<file path="src/rtl/simple_cnt.sv">
// simple_cnt: programmable up-counter with an OBI port for the live count and a register port for control.
// Optional prescaler at offset 0x10 is built when SIMPLE_CNT_PRESCALER_EN is defined.
module simple_cnt #(
    parameter int W = 32
) (
    input  logic        clk_i,
    input  logic        rst_ni,
    // OBI slave
    input  logic        slave_req_i,
    input  logic        slave_we_i,
    input  logic [3:0]  slave_be_i,
    input  logic [31:0] slave_addr_i,
    input  logic [31:0] slave_wdata_i,
    output logic        slave_gnt_o,
    output logic        slave_rvalid_o,
    output logic [31:0] slave_rdata_o,
    // Peripheral register bus
    input  logic        reg_valid_i,
    input  logic        reg_write_i,
    input  logic [3:0]  reg_wstrb_i,
    input  logic [31:0] reg_addr_i,
    input  logic [31:0] reg_wdata_i,
    output logic        reg_ready_o,
    output logic        reg_error_o,
    output logic [31:0] reg_rdata_o,
    output logic        cnt_intr_o
);

    localparam logic [9:0] OffCtrl   = 10'h0;
    localparam logic [9:0] OffThresh = 10'h1;
    localparam logic [9:0] OffStatus = 10'h2;
    localparam logic [9:0] OffCount  = 10'h3;
`ifdef SIMPLE_CNT_PRESCALER_EN
    localparam logic [9:0] OffPresc  = 10'h4;
`endif
    localparam logic [W-1:0] CntOne = W'(1);

    function automatic logic [31:0] zext(input logic [W-1:0] v);
        logic [31:0] r;
        r = '0;
        r[W-1:0] = v;
        return r;
    endfunction

    function automatic logic [W-1:0] mergeBytes(input logic [W-1:0] cur,
                                                input logic [31:0] wd,
                                                input logic [3:0]  be);
        logic [W-1:0] r;
        r = cur;
        for (int i = 0; i < W; i++) begin
            if (be[i/8]) r[i] = wd[i];
        end
        return r;
    endfunction

    logic [W-1:0] cnt;
    logic [W-1:0] thresh;
    logic         ctrlEn;
    logic         ctrlIe;
    logic         tc;
    logic         intr;
    logic         obiVld_p1;
    logic [31:0]  obiRdata_p1;

    logic [9:0]   regWord;
    logic         regWr;
    logic         clrPulse;
    logic         ctrlWr;
    logic         threshWr;
    logic         tcClr;
    logic         obiCntSel;
    logic         obiCntWr;
    logic         tick;
    logic         countStep;
    logic         tcSet;
    logic         regHit;
    logic [31:0]  regRdata;
    logic         unusedAddrBits;

    assign regWord   = reg_addr_i[11:2];
    assign regWr     = reg_valid_i & reg_write_i;
    assign clrPulse  = regWr & (regWord == OffCtrl) & reg_wstrb_i[0] & reg_wdata_i[1];
    assign ctrlWr    = regWr & (regWord == OffCtrl) & reg_wstrb_i[0];
    assign threshWr  = regWr & (regWord == OffThresh);
    assign tcClr     = regWr & (regWord == OffStatus) & reg_wstrb_i[0] & reg_wdata_i[0];

    assign obiCntSel = (slave_addr_i[11:2] == 10'h0);
    assign obiCntWr  = slave_req_i & slave_we_i & obiCntSel;

    assign unusedAddrBits = ^{slave_addr_i[31:12], slave_addr_i[1:0],
                              reg_addr_i[31:12], reg_addr_i[1:0]};

`ifdef SIMPLE_CNT_PRESCALER_EN
    logic [W-1:0] presc;
    logic [W-1:0] phase;
    logic         prescWr;

    assign prescWr = regWr & (regWord == OffPresc);
    assign tick    = ctrlEn & (phase == presc);

    always_ff @(posedge clk_i or negedge rst_ni) begin
        if (!rst_ni) begin
            presc <= '0;
            phase <= '0;
        end else begin
            if (prescWr) presc <= mergeBytes(presc, reg_wdata_i, reg_wstrb_i);
            // Phase restarts whenever the count cadence is disturbed
            if (clrPulse || !ctrlEn || prescWr || (phase == presc)) phase <= '0;
            else                                                   phase <= phase + CntOne;
        end
    end
`else
    assign tick = 1'b1;
`endif

    // CLR beats an OBI count write, which beats normal counting
    assign countStep = ctrlEn & tick & ~clrPulse & ~obiCntWr;
    assign tcSet     = countStep & (cnt == thresh);

    always_ff @(posedge clk_i or negedge rst_ni) begin
        if (!rst_ni) begin
            cnt <= '0;
            tc  <= 1'b0;
        end else begin
            if (clrPulse)       cnt <= '0;
            else if (obiCntWr)  cnt <= mergeBytes(cnt, slave_wdata_i, slave_be_i);
            else if (countStep) cnt <= (cnt == thresh) ? '0 : cnt + CntOne;

            if (tcSet)      tc <= 1'b1;
            else if (tcClr) tc <= 1'b0;
        end
    end

    always_ff @(posedge clk_i or negedge rst_ni) begin
        if (!rst_ni) begin
            ctrlEn <= 1'b0;
            ctrlIe <= 1'b0;
            thresh <= '0;
            intr   <= 1'b0;
        end else begin
            if (ctrlWr) begin
                ctrlEn <= reg_wdata_i[0];
                ctrlIe <= reg_wdata_i[2];
            end
            if (threshWr) thresh <= mergeBytes(thresh, reg_wdata_i, reg_wstrb_i);
            intr <= tc & ctrlIe;
        end
    end

    // OBI response stage: one cycle behind the grant, data is the pre-update count
    always_ff @(posedge clk_i or negedge rst_ni) begin
        if (!rst_ni) begin
            obiVld_p1   <= 1'b0;
            obiRdata_p1 <= '0;
        end else begin
            obiVld_p1   <= slave_req_i;
            obiRdata_p1 <= (slave_req_i && obiCntSel) ? zext(cnt) : 32'h0;
        end
    end

    always_comb begin
        regRdata = '0;
        regHit   = 1'b1;
        case (regWord)
            OffCtrl:   regRdata = {29'h0, ctrlIe, 1'b0, ctrlEn};
            OffThresh: regRdata = zext(thresh);
            OffStatus: regRdata = {31'h0, tc};
            OffCount:  regRdata = zext(cnt);
`ifdef SIMPLE_CNT_PRESCALER_EN
            OffPresc:  regRdata = zext(presc);
`endif
            default:   regHit   = 1'b0;
        endcase
    end

    assign slave_gnt_o    = 1'b1;
    assign slave_rvalid_o = obiVld_p1;
    assign slave_rdata_o  = obiRdata_p1;

    assign reg_ready_o    = 1'b1;
    assign reg_error_o    = reg_valid_i & ~regHit;
    assign reg_rdata_o    = regRdata;

    assign cnt_intr_o     = intr;

endmodule
</file>
<file path="config.mk">
export PLATFORM = sky130hd
export DESIGN_NAME = simple_cnt
export DESIGN_NICKNAME = d
export VERILOG_FILES = /design/src/rtl/simple_cnt.sv
export SDC_FILE = /design/constraint.sdc
export NUM_CORES = 1
export LEC_CHECK = 0
export ABC_AREA = 1
export CAP_MARGIN = 20
export CELL_PAD_IN_SITES_DETAIL_PLACEMENT = 0
export CELL_PAD_IN_SITES_GLOBAL_PLACEMENT = 2
export CORE_ASPECT_RATIO = 1.1
export CORE_MARGIN = 4
export CORE_UTILIZATION = 23
export DETAILED_ROUTE_END_ITERATION = 7
export GPL_ROUTABILITY_DRIVEN = 0
export PLACE_DENSITY_LB_ADDON = 0.1
export SYNTH_ARGS = -nofsm -noshare
export SYNTH_HDL_FRONTEND = slang
export SYNTH_SLANG_ARGS = --single-unit
</file>
<file path="constraint.sdc">
create_clock -name clk_i -period 1.5 [get_ports clk_i]
set_input_delay 0.3 -clock clk_i [delete_from_list [all_inputs] [get_ports clk_i]]
set_output_delay 0.3 -clock clk_i [all_outputs]
set_load 0.01 [all_outputs]
</file>
==> images/layer_met1.png <==
Scale: 2 px per um. Supply wires on this layer in grey.
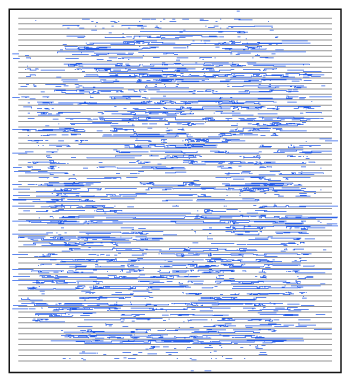
1,123 nets have wire on it. The layer carries 11,500 um of wire. The longest straight run is 61.2 um.
met1 capacity usage during global routing: 23.1%
vias after detailed routing: 6,339
Total Routed Length: 25,100 um

==> images/layer_met2.png <==
Scale: 1.5 px per um.
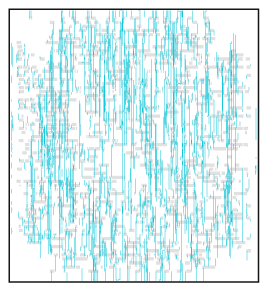
The layer holds 48% of the routed length. The longest straight run is 71.1 um. 980 nets have wire on it. The wires run mostly vertical.
met2 usage in global routing: 28.2%

==> images/layer_met3.png <==
Scale: 2 px per um.
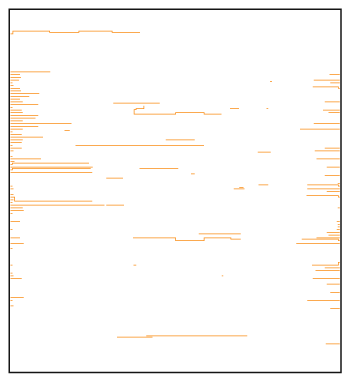
The layer carries 1,320 um of wire. 111 nets have wire on it. The wires run mostly horizontal.
met3 usage: 3.54%

==> results_tabular.tex <==
% Yosys + OpenROAD metrics
\begin{tabular}{lr}
\hline
Metric & Value \\
\hline
\multicolumn{2}{l}{\textbf{Outcome}} \\
Outcome & complete, but fails checks \\
Violated checks & negative setup slack \\
\multicolumn{2}{l}{\textbf{Clocking}} \\
Number of buffers inserted to repair setup after CTS & 26 \\
Deepest clock path buffer count & 2 \\
Clock-pin slew reported for the worst setup and hold paths after clock tree synthesis & 0.08 ns \\
Root buf cell & clkbuf\_16 \\
CTS tree & done \\
Insertion Delay late pin & 0.37 ns \\
\multicolumn{2}{l}{\textbf{Timing}} \\
Setup-violating endpoint count in the final report & 66 \\
Number of slew-limit violations in the final report & 0 \\
Fraction of the cycle the final worst path needs & 119\% \\
Setup ws final & -0.289 ns \\
Setup repair after global routing missed its margin & true \\
\multicolumn{2}{l}{\textbf{Route}} \\
Met3 routed WL & 1320 um \\
\multicolumn{2}{l}{\textbf{Cells and area}} \\
Design area & 10,900 sq um \\
Cell Count, Final, Fillers Out & 1,532 \\
Area overhead of the layout relative to synthesis & 73.7\% \\
Number of antenna repair diodes & 0 \\
\multicolumn{2}{l}{\textbf{Floorplanning}} \\
Number of placement rows & 63 \\
Core Density at Floorplan & 23.3\% \\
X dimension of the die & 165 um \\
\multicolumn{2}{l}{\textbf{Worst setup path}} \\
Reg2Reg Launch Point & cnt[0]\$\_DFFE\_PN0P\_ \\
Arrival time reported for the critical path endpoint & 1.49 ns \\
Worst r2r dst & cnt[26]\$\_DFFE\_PN0P\_ \\
Crit path cell chain & buf\_6 > or2\_4 > nor2\_4 > nand2\_8 > buf\_12 > buf\_16 > o22ai\_4 > buf\_2 \\
Critical path fanouts, max & 5 \\
Path length in cells of the critical path & 8 \\
Longest individual stage delay on the worst path & 0.26 ns \\
\multicolumn{2}{l}{\textbf{Synth}} \\
Most numerous cell types in the synthesized netlist & 325 x nand2\_1, 101 x dfrtp\_1, 94 x nor2\_1 \\
Post-synthesis async set-or-reset flop share & 100\% \\
Number of standard cells reported by yosys & 838 \\
\multicolumn{2}{l}{\textbf{Power}} \\
Group drawing the most power & registers \\
Relative contribution of the clock network to total power & 44.6\% \\
Switching share of total power & 24.5\% \\
\multicolumn{2}{l}{\textbf{Global routing}} \\
Via count of the first global-routing pass & 6,675 \\
GRT Residual Overflow & 0 \\
Total routing resource utilization after global routing & 17.0\% \\
\multicolumn{2}{l}{\textbf{Place}} \\
Sum of net half-perimeters after detailed placement & 18,200 um \\
Number of placed instances with taps included & 1,480 \\
\multicolumn{2}{l}{\textbf{Job}} \\
Warning total across the stage logs & 73 \\
Maximum capacitance violations & 0 \\
\hline
\end{tabular}
cells by family after synthesis:
group	share of synthesized area, %
AND/OR/NAND/NOR	36.9
buffers and inverters	7.63
flip-flops	40.4
AND-OR/OR-AND	3.92
XOR/XNOR	5.46
multiplexers	5.34
adder cells (fa/ha/maj)	0.200
other	0.0600
layout make-up:
class,instances,area [sq um]
clock buffers,10,239
inverters,75,313
repair buffers,350,3280
well taps,357,447
flip-flops and latches,101,2540
fillers,2827,16000
clock inverters,6,75.1
multi-input cells,633,3960
worst reg2reg max path: stages, from the launching register on:
cell	delay [ns]
dfrtp_1	0.42
ha_2	0.21
nand2_2	0.07
nor2_4	0.19
nand3_4	0.11
nor2_4	0.21
nand2_1	0.08
nand2_1	0.06
nand2_1	0.07
nand3_1	0.08
nand2_1	0.05
nand2_1	0.05
nand2_1	0.04
Power is estimated from default activity; no workload was simulated.
